$ cat src/rtl/store_stage_pkg.sv
// Shared encodings for the store path: store types, address-region nibbles
// and the IO handshake state encoding.
package store_stage_pkg;

  localparam logic [1:0] ST_SB  = 2'd0;
  localparam logic [1:0] ST_SH  = 2'd1;
  localparam logic [1:0] ST_SW  = 2'd2;
  localparam logic [1:0] ST_RSV = 2'd3;

  localparam logic [3:0] REG_DMEM = 4'h1;
  localparam logic [3:0] REG_IMEM = 4'h2;
  localparam logic [3:0] REG_BOTH = 4'h3;
  localparam logic [3:0] REG_IO   = 4'h8;

  localparam logic [0:0] S_IDLE = 1'b0;
  localparam logic [0:0] S_PEND = 1'b1;

endpackage

$ cat src/rtl/store_stage_align.sv
// Lane alignment for stores: replicates the source bytes across lanes,
// builds the byte strobes and flags addresses that the store size cannot use.
module store_align
  import store_stage_pkg::*;
(
  input  logic [1:0]  st_type_i,
  input  logic [1:0]  addr_lo_i,
  input  logic [31:0] data_i,
  output logic [31:0] wdata_o,
  output logic [3:0]  strb_o,
  output logic        misaligned_o
);

  always_comb begin
    wdata_o      = data_i;
    strb_o       = 4'b0000;
    misaligned_o = 1'b0;
    case (st_type_i)
      ST_SB: begin
        wdata_o = {4{data_i[7:0]}};
        strb_o  = 4'b0001 << addr_lo_i;
      end
      ST_SH: begin
        wdata_o      = {2{data_i[15:0]}};
        strb_o       = addr_lo_i[1] ? 4'b1100 : 4'b0011;
        misaligned_o = addr_lo_i[0];
      end
      ST_SW: begin
        strb_o       = 4'b1111;
        misaligned_o = |addr_lo_i;
      end
      default: begin
        strb_o = 4'b0000;
      end
    endcase
  end

endmodule

$ cat src/rtl/store_stage.sv
// Store-side write path: aligns EXE-stage stores, registers DMEM/IMEM write
// ports and feeds IO stores through a one-entry valid/ready buffer.
module store_stage
  import store_stage_pkg::*;
#(
  parameter int DMEM_AW = 14,
  parameter int IMEM_AW = 14
) (
  input  logic               clk,
  input  logic               rst,
  input  logic               st_valid,
  input  logic [1:0]         st_type,
  input  logic [31:0]        st_addr,
  input  logic [31:0]        st_data,
  output logic [3:0]         dmem_we,
  output logic [DMEM_AW-1:0] dmem_addr,
  output logic [31:0]        dmem_din,
  output logic [3:0]         imem_we,
  output logic [IMEM_AW-1:0] imem_addr,
  output logic [31:0]        imem_din,
  output logic               io_wvalid,
  output logic [31:0]        io_waddr,
  output logic [31:0]        io_wdata,
  output logic [3:0]         io_wstrb,
  input  logic               io_wready,
  output logic               stall,
  output logic               misalign
);

  logic [31:0] al_data;
  logic [3:0]  al_strb;
  logic        al_mis;

  store_align u_align (
    .st_type_i    (st_type),
    .addr_lo_i    (st_addr[1:0]),
    .data_i       (st_data),
    .wdata_o      (al_data),
    .strb_o       (al_strb),
    .misaligned_o (al_mis)
  );

  logic [3:0] region;
  logic       to_dmem, to_imem, to_io;
  logic       accept, write_ok, io_load;

  logic [0:0]         state_q, state_d;
  logic [3:0]         dmem_we_q, dmem_we_d, imem_we_q, imem_we_d;
  logic [DMEM_AW-1:0] dmem_addr_q, dmem_addr_d;
  logic [IMEM_AW-1:0] imem_addr_q, imem_addr_d;
  logic [31:0]        dmem_din_q, dmem_din_d, imem_din_q, imem_din_d;
  logic [31:0]        io_waddr_q, io_waddr_d, io_wdata_q, io_wdata_d;
  logic [3:0]         io_wstrb_q, io_wstrb_d;
  logic               misalign_q, misalign_d;

  assign region  = st_addr[31:28];
  assign to_dmem = (region == REG_DMEM) || (region == REG_BOTH);
  assign to_imem = (region == REG_IMEM) || (region == REG_BOTH);
  assign to_io   = (region == REG_IO);

  // Only state and the live handshake feed stall, so it never loops through outputs.
  assign stall    = st_valid && to_io && (state_q == S_PEND) && !io_wready;
  assign accept   = st_valid && !stall;
  assign write_ok = accept && !al_mis && (st_type != ST_RSV);
  assign io_load  = write_ok && to_io;

  always_comb begin
    dmem_we_d   = (write_ok && to_dmem) ? al_strb : 4'b0000;
    imem_we_d   = (write_ok && to_imem) ? al_strb : 4'b0000;
    dmem_addr_d = dmem_addr_q;
    dmem_din_d  = dmem_din_q;
    imem_addr_d = imem_addr_q;
    imem_din_d  = imem_din_q;
    if (write_ok && to_dmem) begin
      dmem_addr_d = st_addr[DMEM_AW+1:2];
      dmem_din_d  = al_data;
    end
    if (write_ok && to_imem) begin
      imem_addr_d = st_addr[IMEM_AW+1:2];
      imem_din_d  = al_data;
    end
    misalign_d = accept && al_mis;
  end

  // A completing handshake and a new IO store may coincide: reload and stay PEND.
  always_comb begin
    state_d    = state_q;
    io_waddr_d = io_waddr_q;
    io_wdata_d = io_wdata_q;
    io_wstrb_d = io_wstrb_q;
    if (io_load) begin
      state_d    = S_PEND;
      io_waddr_d = st_addr;
      io_wdata_d = al_data;
      io_wstrb_d = al_strb;
    end else if ((state_q == S_PEND) && io_wready) begin
      state_d = S_IDLE;
    end
  end

  always_ff @(posedge clk) begin
    if (rst) begin
      state_q     <= S_IDLE;
      dmem_we_q   <= '0;
      imem_we_q   <= '0;
      dmem_addr_q <= '0;
      imem_addr_q <= '0;
      dmem_din_q  <= '0;
      imem_din_q  <= '0;
      io_waddr_q  <= '0;
      io_wdata_q  <= '0;
      io_wstrb_q  <= '0;
      misalign_q  <= 1'b0;
    end else begin
      state_q     <= state_d;
      dmem_we_q   <= dmem_we_d;
      imem_we_q   <= imem_we_d;
      dmem_addr_q <= dmem_addr_d;
      imem_addr_q <= imem_addr_d;
      dmem_din_q  <= dmem_din_d;
      imem_din_q  <= imem_din_d;
      io_waddr_q  <= io_waddr_d;
      io_wdata_q  <= io_wdata_d;
      io_wstrb_q  <= io_wstrb_d;
      misalign_q  <= misalign_d;
    end
  end

  assign dmem_we   = dmem_we_q;
  assign dmem_addr = dmem_addr_q;
  assign dmem_din  = dmem_din_q;
  assign imem_we   = imem_we_q;
  assign imem_addr = imem_addr_q;
  assign imem_din  = imem_din_q;
  assign io_wvalid = (state_q == S_PEND);
  assign io_waddr  = io_waddr_q;
  assign io_wdata  = io_wdata_q;
  assign io_wstrb  = io_wstrb_q;
  assign misalign  = misalign_q;

endmodule

$ cat config.mk
export PLATFORM = sky130hd
export DESIGN_NAME = store_stage
export DESIGN_NICKNAME = d
export VERILOG_FILES = /design/src/rtl/store_stage_pkg.sv /design/src/rtl/store_stage_align.sv /design/src/rtl/store_stage.sv
export SDC_FILE = /design/constraint.sdc
export NUM_CORES = 1
export LEC_CHECK = 0
export ABC_AREA = 1
export ABC_CLOCK_PERIOD_IN_PS = 1600
export CAP_MARGIN = 20
export CORE_ASPECT_RATIO = 1.75
export CORE_MARGIN = 4
export CORE_UTILIZATION = 55
export CTS_BUF_LIST = sky130_fd_sc_hd__clkbuf_2 sky130_fd_sc_hd__clkbuf_4 sky130_fd_sc_hd__clkbuf_8
export DETAILED_ROUTE_END_ITERATION = 8
export DONT_BUFFER_PORTS = 1
export HOLD_SLACK_MARGIN = 0.08
export PLACE_DENSITY = 0.73
export SYNTH_ARGS = -nofsm -noshare
export SYNTH_HDL_FRONTEND = slang
export SYNTH_SLANG_ARGS = --single-unit
$ cat constraint.sdc
create_clock -name clk -period 1.6 [get_ports clk]
set_input_delay 0.24 -clock clk [delete_from_list [all_inputs] [get_ports clk]]
set_output_delay 0.24 -clock clk [all_outputs]
set_load 0.01 [all_outputs]
==> run_1/congestion.png <==
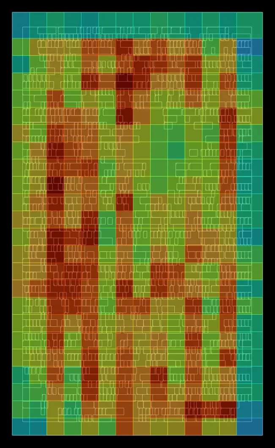
GR peak layer: met2
final core utilization: 65.9%
met1 usage: 28.1%
GR met2 Demand/Resource: 51.9%
All-Layer GR Usage: 28.0%

==> run_1/sizes.png <==
Drawn at 4 px/µm.
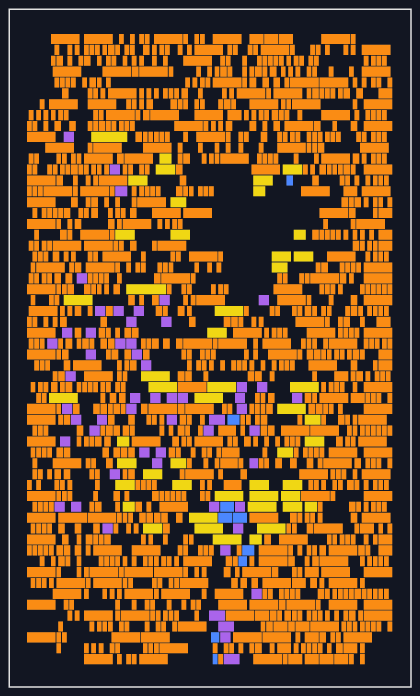
| size | colour | cells | share | most used |
|---|---|---|---|---|
| _2 cells | blue | 9 | 0.65% | nand3_2 |
| _6 and larger | yellow | 49 | 3.5% | clkbuf_8 |
| _3 and _4 cells | purple | 56 | 4.0% | buf_4 |
| _0 and _1 cells | orange | 1278 | 92% | inv_1 |

==> run_1/flops_by_reg.png <==
Drawn at 3 px/µm. Other sequential cells in the stronger grey, the rest of the logic in the fainter grey.
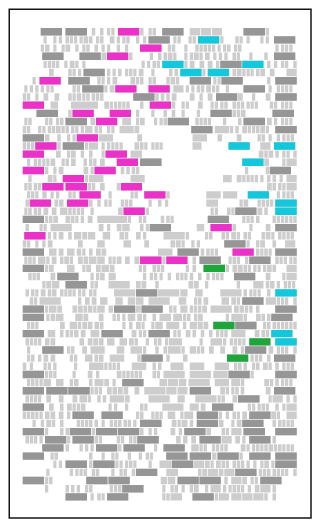
| signal | colour | placed flops |
|---|---|---|
| io_wstrb | green | 4 |
| dmem_addr | cyan | 14 |
| io_wdata | magenta | 32 |
not coloured: 120

-- run 1: layout make-up --
| type | instances | area, µm² |
|---|---|---|
| Clock buffer | 19 | 262 |
| Clock inverter | 13 | 120 |
| Fill cell | 1368 | 4920 |
| Inverter | 366 | 1380 |
| Multi-Input combinational cell | 726 | 3080 |
| Sequential cell | 170 | 3400 |
| Tap cell | 180 | 225 |
| Timing Repair Buffer | 98 | 1050 |
-- run 1: synth_stat cells, drive strengths merged --
cell type / instances / area, µm²
nand2: 337 / 1260
buf: 60 / 290
or2: 1 / 6.26
clkbuf: 13 / 48.8
clkinv: 1 / 3.75
o21ai: 10 / 50.1
nand3: 163 / 821
dfxtp: 170 / 3400
nor2: 172 / 648
nor3: 9 / 45.0
a21oi: 30 / 154
ha: 4 / 50.1
inv: 365 / 1370
==> qor.txt, run 1 <==
gr ovfl total - 0
worst reg2reg path depth - 10
syn nets - 1409
Worst-path clk slew - 0.10 ns
comb area leader - simple AND/OR/NAND/NOR gates
Max H-tree Level - 4
yosys cell count - 1335
Yosys cell types - 20
status - finished, final reports clean
P per Cell Area - 904 mW/mm²
adder-cell share of the synthesized area - 0.614%
Synth Area in Compound Gates - 2.50%
Post-Syn Instances - 1335
clk ins delay skew pair - 0.44 ns
Slew HR - 65.1%
WL final - 24000 µm
Top power group - registers
Crit. path cell count - 12
WL per Instance - 15.2 µm
first-pass GRT wire length - 37200 µm
crit-path cells - dlygate4sd3_1, inv_1, nand2_1, nor2_1, nand2_1, nand2_2, nor2_4, buf_12, buf_4, nand3_1, nand2_1, nor2_1
Critical Path AT - 1.86 ns
Root Buffer - clkbuf_8
Worst path top cell family by delay - buffers and inverters
Final Hold Viols - 0
Top Layout Cells - inv_1 (364), nand2_1 (336), dfxtp_1 (170)
worst hold margin - 0.102 ns
critical path required time - 1.94 ns
==> run 2: changes to the inputs <==
--- a/config.mk
+++ b/config.mk
@@ -10,12 +10,12 @@
 export CAP_MARGIN = 20
 export CORE_ASPECT_RATIO = 1.75
 export CORE_MARGIN = 4
-export CORE_UTILIZATION = 55
+export CORE_UTILIZATION = 50
 export CTS_BUF_LIST = sky130_fd_sc_hd__clkbuf_2 sky130_fd_sc_hd__clkbuf_4 sky130_fd_sc_hd__clkbuf_8
 export DETAILED_ROUTE_END_ITERATION = 8
 export DONT_BUFFER_PORTS = 1
 export HOLD_SLACK_MARGIN = 0.08
-export PLACE_DENSITY = 0.73
+export PLACE_DENSITY = 0.68
 export SYNTH_ARGS = -nofsm -noshare
 export SYNTH_HDL_FRONTEND = slang
 export SYNTH_SLANG_ARGS = --single-unit
==> run_2/flops_by_reg.png <==
Drawn at 3 px/µm. Other sequential cells in the stronger grey, the rest of the logic in the fainter grey.
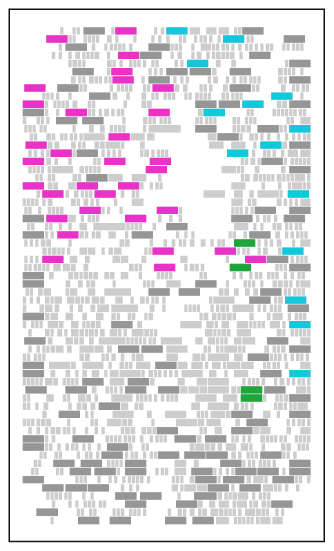
| signal | colour | placed flops |
|---|---|---|
| dmem_addr | cyan | 14 |
| io_wdata | magenta | 32 |
| io_wstrb | green | 4 |

==> run 2 against run 1 <==
Critical path depth is 1 lower. Count of clock-buffer cells in the layout is 1 higher. Flip-flop count stayed put. Non-clock buffer count is 11 higher. Setup slack better by 0.017 ns. Final cell count is 1.3% higher. Clock skew hardly changed. Via count is 0.92% higher. Register-to-register slack worse by 0.06 ns. Wire length is 4.0% higher. First-iteration DRC count is 79% higher. Area after synthesis stayed put. Critical path type is now reg -> reg.
==> qor.txt, run 2 <==
status - finished, final reports clean
Critical Path AT - 1.85 ns
gr ovfl total - 0
GR peak layer - met2
Max-area cell share - 41.7%
first-pass GRT wire length - 37000 µm
final worst path period share - 94.2%
Max H-tree Level - 4
Worst path top cell family by delay - simple AND/OR/NAND/NOR gates
adder-cell share of the synthesized area - 0.614%
worst reg2reg path depth - 11
Synth top cells by count - inv_1 (364), nand2_1 (337), nor2_1 (171)
comb area leader - simple AND/OR/NAND/NOR gates
Post-Syn Instances - 1335
WL per Instance - 15.7 µm
worst hold margin - 0.121 ns
Avg Cell Area, Syn - 6.11 µm²
hold path endpoint - dmem_din[2]
Clock Power Share - 36.6%
All-Layer GR Usage - 25.8%
GR met2 Demand/Resource - 49.3%
Top Layout Cells - inv_1 (364), nand2_1 (335), dfxtp_1 (169)
post-synth top area cell - dfxtp_1
Slew HR - 64.6%
Yosys top cell by instances - inv_1
clk ins delay skew pair - 0.45 ns
ys async rst share - 0%
Top power group - registers
Worst-path clk slew - 0.10 ns
Post-synth EDFFs - 0
crit-path cells - nand2_2, nor2_1, nand2_1, nand2_2, nor2_4, buf_12, buf_12, clkbuf_16, nand3_1, nand2_1, nor2_1
syn nets - 1409
P per Cell Area - 921 mW/mm²
critical path required time - 1.95 ns
Crit. path cell count - 11
Root Buffer - clkbuf_8
WL final - 24900 µm
yosys cell count - 1335
Dominant flop cell - dfxtp_1
Top area cell types - dfxtp_1 (42%), inv_1 (17%), nand2_1 (16%)
R2R Path Start - io_wvalid
Final Hold Viols - 0
met1 usage - 24.7%
[run 2: logic make-up after synthesis]
group                      after synthesis
and+or+nand+nor                        682
AOI/OAI and AO/OA                       40
buffers and inverters                  439
adders and majority gates                4
DFF                                    170
[run 2: layout make-up]
type / instances / area (µm²)
Fill cell: 1558 / 6180
Sequential cell: 170 / 3400
Multi-Input combinational cell: 726 / 3090
Inverter: 366 / 1380
Timing Repair Buffer: 109 / 1230
Clock buffer: 20 / 269
Tap cell: 189 / 236
Clock inverter: 12 / 158
[run 2: through the flow]
stage / cell area, µm² / power, mW / cells
final: 9770 / 9.00 / 1592
after CTS: 9610 / 9.01 / 1585
after global placement: 8880 / 5.65 / 1522
after global routing: 9770 / 9.38 / 1592
after detailed placement: 8880 / 5.67 / 1522
after floorplan: 8160 / 5.19 / 1335
Power is estimated from default activity; no workload was simulated.
